`config.mk`:
```
export PLATFORM = sky130hd
export DESIGN_NAME = serial_subtractor
export DESIGN_NICKNAME = d
export VERILOG_FILES = /design/src/rtl/serial_subtractor.sv
export SDC_FILE = /design/constraint.sdc
export NUM_CORES = 1
export LEC_CHECK = 0
export ABC_AREA = 1
export CAP_MARGIN = 30
export CORE_MARGIN = 4
export CORE_UTILIZATION = 46
export DETAILED_ROUTE_END_ITERATION = 8
export PLACE_DENSITY = 0.75
export SETUP_SLACK_MARGIN = 0.15
export SLEW_MARGIN = 20
export SYNTH_ARGS = -nofsm -noshare
export SYNTH_HDL_FRONTEND = slang
export SYNTH_HIERARCHICAL = 1
export SYNTH_SLANG_ARGS = --single-unit
```
`constraint.sdc`:
```
create_clock -name clk -period 1.2 [get_ports clk]
set_clock_uncertainty 0.05 [all_clocks]
set_input_delay 0.24 -clock clk [delete_from_list [all_inputs] [get_ports clk]]
set_output_delay 0.24 -clock clk [all_outputs]
set_load 0.01 [all_outputs]
```
`src/rtl/serial_subtractor.sv`:
```
// rtl/serial_subtractor.sv - bit-serial a - b - bin, LSB first, one bit per clock
// Uses a single full_subtractor cell; throughput one result per WIDTH+1 clocks.

module full_subtractor (
  input  logic a,
  input  logic b,
  input  logic bin,
  output logic d,
  output logic bout
);
  assign d    = a ^ b ^ bin;
  assign bout = (~a & b) | (~(a ^ b) & bin);
endmodule

module serial_subtractor #(
  parameter int WIDTH = 8
) (
  input  logic             clk,
  input  logic             rst_n,
  input  logic             start,
  input  logic [WIDTH-1:0] a,
  input  logic [WIDTH-1:0] b,
  input  logic             bin,
  output logic             ready,
  output logic             busy,
  output logic             done,
  output logic [WIDTH-1:0] diff,
  output logic             bout,
  output logic             zero
);
  localparam int CW = $clog2(WIDTH);

  typedef enum logic [1:0] {S_IDLE, S_SHIFT, S_DONE} state_t;

  state_t           state_q, state_d;
  logic [WIDTH-1:0] a_sh, b_sh, res_sh, res_next;
  logic             borrow;
  logic [CW-1:0]    cnt;
  logic             fs_d, fs_bout;
  logic             accept, last_bit;

  full_subtractor u_cell (
    .a    (a_sh[0]),
    .b    (b_sh[0]),
    .bin  (borrow),
    .d    (fs_d),
    .bout (fs_bout)
  );

  assign accept   = start && (state_q != S_SHIFT);
  assign last_bit = (state_q == S_SHIFT) && (cnt == CW'(WIDTH - 1));
  assign res_next = {fs_d, res_sh[WIDTH-1:1]};

  assign ready = (state_q == S_IDLE) || (state_q == S_DONE);
  assign busy  = (state_q == S_SHIFT);
  assign done  = (state_q == S_DONE);

  always_ff @(posedge clk or negedge rst_n) begin
    if (!rst_n) state_q <= S_IDLE;
    else        state_q <= state_d;
  end

  always_comb begin
    state_d = state_q;
    case (state_q)
      S_IDLE:  if (accept) state_d = S_SHIFT;
      S_SHIFT: if (last_bit) state_d = S_DONE;
      S_DONE:  state_d = accept ? S_SHIFT : S_IDLE;
      default: state_d = S_IDLE;
    endcase
  end

  always_ff @(posedge clk or negedge rst_n) begin
    if (!rst_n) begin
      a_sh   <= '0;
      b_sh   <= '0;
      res_sh <= '0;
      borrow <= 1'b0;
      cnt    <= '0;
      diff   <= '0;
      bout   <= 1'b0;
      zero   <= 1'b0;
    end else if (accept) begin
      a_sh   <= a;
      b_sh   <= b;
      borrow <= bin;
      cnt    <= '0;
    end else if (state_q == S_SHIFT) begin
      a_sh   <= a_sh >> 1;
      b_sh   <= b_sh >> 1;
      res_sh <= res_next;
      borrow <= fs_bout;
      cnt    <= cnt + CW'(1);
      // Result registers only move on the final bit so they hold between done pulses.
      if (last_bit) begin
        diff <= res_next;
        bout <= fs_bout;
        zero <= (res_next == '0);
      end
    end
  end
endmodule

```
gates.png
Bar = 20 um.
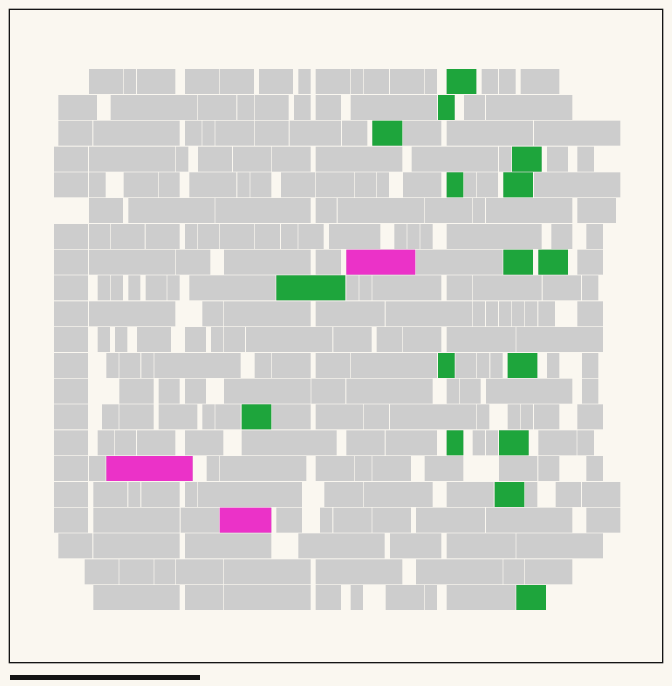
| family | colour | cells |
|---|---|---|
| aoi and oai cells | green | 16 |
| fa/ha/maj cells | magenta | 3 |

ff_map.png
Bar = 20 um. Other sequential cells in the stronger grey, the rest of the logic in the fainter grey.
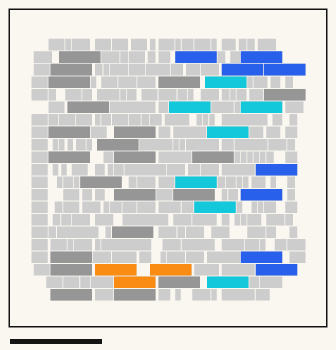
| name in the netlist | colour | flops |
|---|---|---|
| cnt | orange | 3 |
| diff | blue | 8 |
| res_sh | cyan | 7 |
final core occ: 0.873
Seq/total area: 0.325
Flop area: 976 um^2
Seq group: 2.37 mW

congestion_map.png
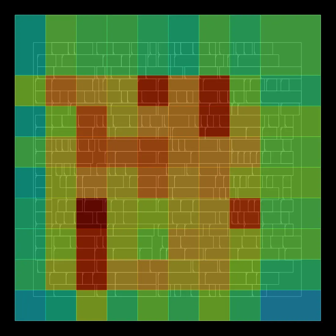
GRT Max-Usage Layer: met2
WL/cell: 17.3 um
met1 usage: 0.252
Total Routing Usage GR: 0.221

sizing.png
Bar = 20 um.
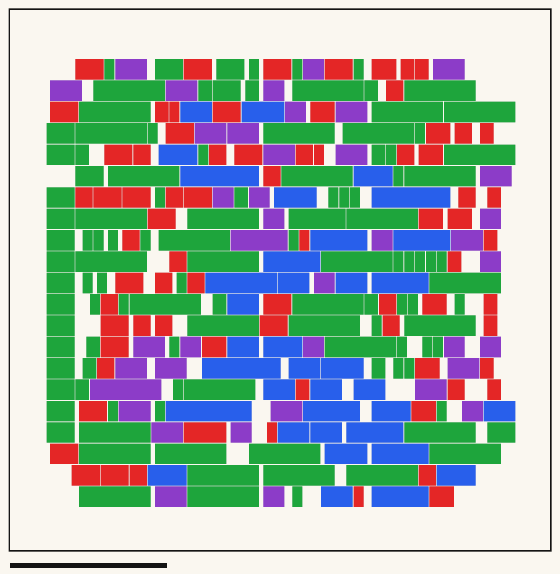
| size | colour | cells | share |
|---|---|---|---|
| x2 | red | 74 | 28% |
| x1 and smaller | green | 114 | 43% |
| x3 and x4 | purple | 39 | 15% |
| x6 and larger | blue | 36 | 14% |

==> flow_summary_export.csv <==
group,metric,value,unit
drt,drc_errors,0,
yosys,xor_share,0,
yosys,synthFlopType,"dfrtp_1",
cells_and_area,logic_gates,131,
pwr,swShare,0.399,
drt,via_per_inst,5.16,
clock_tree,cts-root-buf,"clkbuf_8",
cells_and_area,syn2layout_area_growth,76.9,%
yosys,async_flop_share,1.00,
grt,grt_overflow,0,
yosys,synth.avg_cell_area,8.94,um^2
critical_path,crit_top_cell,"nand2_1",
final_timing,fin_setup_tns,-3.84,ns
floorplanning,fp_util,0.493,
cells_and_area,largestClassByArea,"logic gates",
floorplanning,fp-row-count,21,
critical_path,cp_cell_sequence,"inv_2 -> fa_1 -> nor2_1 -> nand2_1 -> nor2_1 -> nand2_1 -> nand2_1",
critical_path,arrival,1.59,ns
critical_path,crit_path_end_kind,"flip-flop",
critical_path,slowest_delay,0.48,ns
clock_tree,htreeDepth,2,
cells_and_area,flops,39,
critical_path,r2r-start,"borrow",
yosys,yosys.area.top_type_share,0.575,
final_timing,slew_headroom,0.764,
final_timing,finalClockPeriodUsage,1.16,
floorplanning,die_h,68.8,um
critical_path,cp.required,1.39,ns
cells_and_area,inverters,16,
run,drv_cap,0,
pwr,finalPower,8.13,mW
placed_design,placed_cells,273,
floorplanning,die_area,0.00473,mm^2
clock_tree,insertion_delay,0.30,ns
drt,wl_met3,345,um
yosys,yosysChipArea,0.00170,mm^2
floorplanning,tap_cells,46,
final_timing,hold_viol_final,0,
grt,grtUsageMet3,0.0762,
yosys,top_cells_by_count,"nand2_1, dfrtp_1, nand3_1",
clock_tree,postCtsSetupRepairBufs,13,
yosys,ys_seq_frac,0.575,
final_timing,rsz0062_at_grt,"true",
pwr,internal_power,4.88,mW
cells_and_area,final_nets,285,
yosys,adder_share,0.0265,
cells_and_area,n_antenna_cell,0,
critical_path,cp-startpoint,"borrow",
final_timing,drv_slew,0,
status,status,"finished with violations",
cells_and_area,final_cell_mix,"dfrtp_1, nand2_1, nand2_2",
critical_path,r2r_slack,-0.19,ns
yosys,synthCells,190,
critical_path,crit_fanout,2,
cells_and_area,comb_area_share,0.345,
final_timing,period_minus_slack,1.39,ns
critical_path,path_buffers,1,
grt,antenna_found_initial,0,
worst_hold_path,hold_class,"input port to asynchronous set/reset pin",
cells_and_area,clock_buffers,6,
yosys,aoi_share,0.0634,
drt,drt_wl_total,5360,um
drt,top_layer,"met4",
run,warnings,29,
yosys,ys_sh_mux,0,
drt,vias,1595,
clock_tree,clkSlewWorstSetupHoldPaths,0.08,ns
final_timing,timing.fmax,0.717,GHz
yosys,ys_warn_count,6,
final_timing,hold_ws,0.323,ns
critical_path,worstSetupPathType,"flip-flop to flip-flop",
placed_design,gp_congestion,0.782,
pwr,p_leak,1.51,nW
placed_design,dp_slack,-0.228,ns
critical_path,critical-path-top-delay-family,"adder cells",
final_timing,worstMarginPinSlew,0.354,ns
clock_tree,cts_made_buffers,5,
floorplanning,coreArea,0.00344,mm^2
clock_tree,cts_resized,117,
yosys,synth_area,0.00170,mm^2
drt,route.met2.wl,2800,um
yosys,fp_nets,213,
floorplanning,pin_count,33,
cells_and_area,drive_above_1_share,0.567,
pwr,seq_power_share,0.291,
cells_and_area,bufAreaShareNonClock,0.244,
drt,met1_length,2120,um
final_timing,final-setup-viol-count,39,
drt,first_pass_iters,4,
yosys,synthSimpleGateAreaFrac,0.270,
cells_and_area,mostFrequentLayoutCell,"dfrtp_1",
yosys,logic_family,"simple AND/OR/NAND/NOR gates",
pwr,switchingPower,3.25,mW
cells_and_area,clk_share,0.0392,
yosys,edf_count,0,
yosys,post_synth_num_cell_types,19,
yosys,synth.area.top_cells,"dfrtp_1, nand2_1, nand3_1",
cells_and_area,stdcell_area,0.00300,mm^2
yosys,top_area_cell,"dfrtp_1",
clock_tree,clockBufferDepth,2,
cells_and_area,logic_area,0.00104,mm^2
grt,grt_pass1_vias,1460,
critical_path,start_kind,"flip-flop",
status,violations,"negative setup slack",
placed_design,placed_cell_area,0.00216,mm^2
cells_and_area,nFillCells,161,
pwr,power_top_consumer,"combinational logic",
grt,grt_max_degree,27,
drt,detail_route.iter0.violations,134,
pwr,power_frac_comb,0.568,
clock_tree,cts_tree,"done",
pwr,power_clock,1.15,mW
yosys,ys_cells,190,
clock_tree,holdBufCountCts,1,
final_timing,setup_slack,-0.195,ns
cells_and_area,buffers,69,
placed_design,port_buffers,32,
critical_path,slowest_stage,"fa_1",
cells_and_area,instances_no_fill,309,
pwr,peakVddDrop,1710,uV
grt,grt_first_pass_wirelength,7290,um
floorplanning,die_w,68.8,um
placed_design,dpl.hpwl,2380,um
drt,antenna_left,0,
yosys,numSynthFlops,39,
grt,grt_util_met2,0.377,
clock_tree,cts_sinks,39,
pwr,comb_power,4.62,mW
yosys,top_cell,"nand2_1",
pwr,power.density,2710,mW/mm^2
pwr,clkPwrFrac,0.141,
## worst reg2reg max path, stage by stage, from the launching register on
cell and delay (ns):
dfrtp_1 0.37, inv_2 0.05, fa_1 0.48, nor2_1 0.12
nand2_1 0.07, nor2_1 0.08, nand2_1 0.05, nand2_1 0.06
## final timing paths
| kind | endpoint | cells past startpoint |
|---|---|---|
| setup reg to reg | zero | 7 |
| setup / recovery | zero | 7 |
| hold / removal | diff[3] | 2 |
| hold reg to reg | diff[3] | 2 |
| min in group clk | a_sh[7] | 3 |
| max in group asynchronous | a_sh[6] | 3 |
## sequential cells by signal, summed over array words and instances (netlist names)
register  count
b_sh          8
state_q       2
bout          1
a_sh          8
zero          1
cnt           3
res_sh        7
diff          8
borrow        1
No activity file was given, so power comes from the tool's default toggle rates.
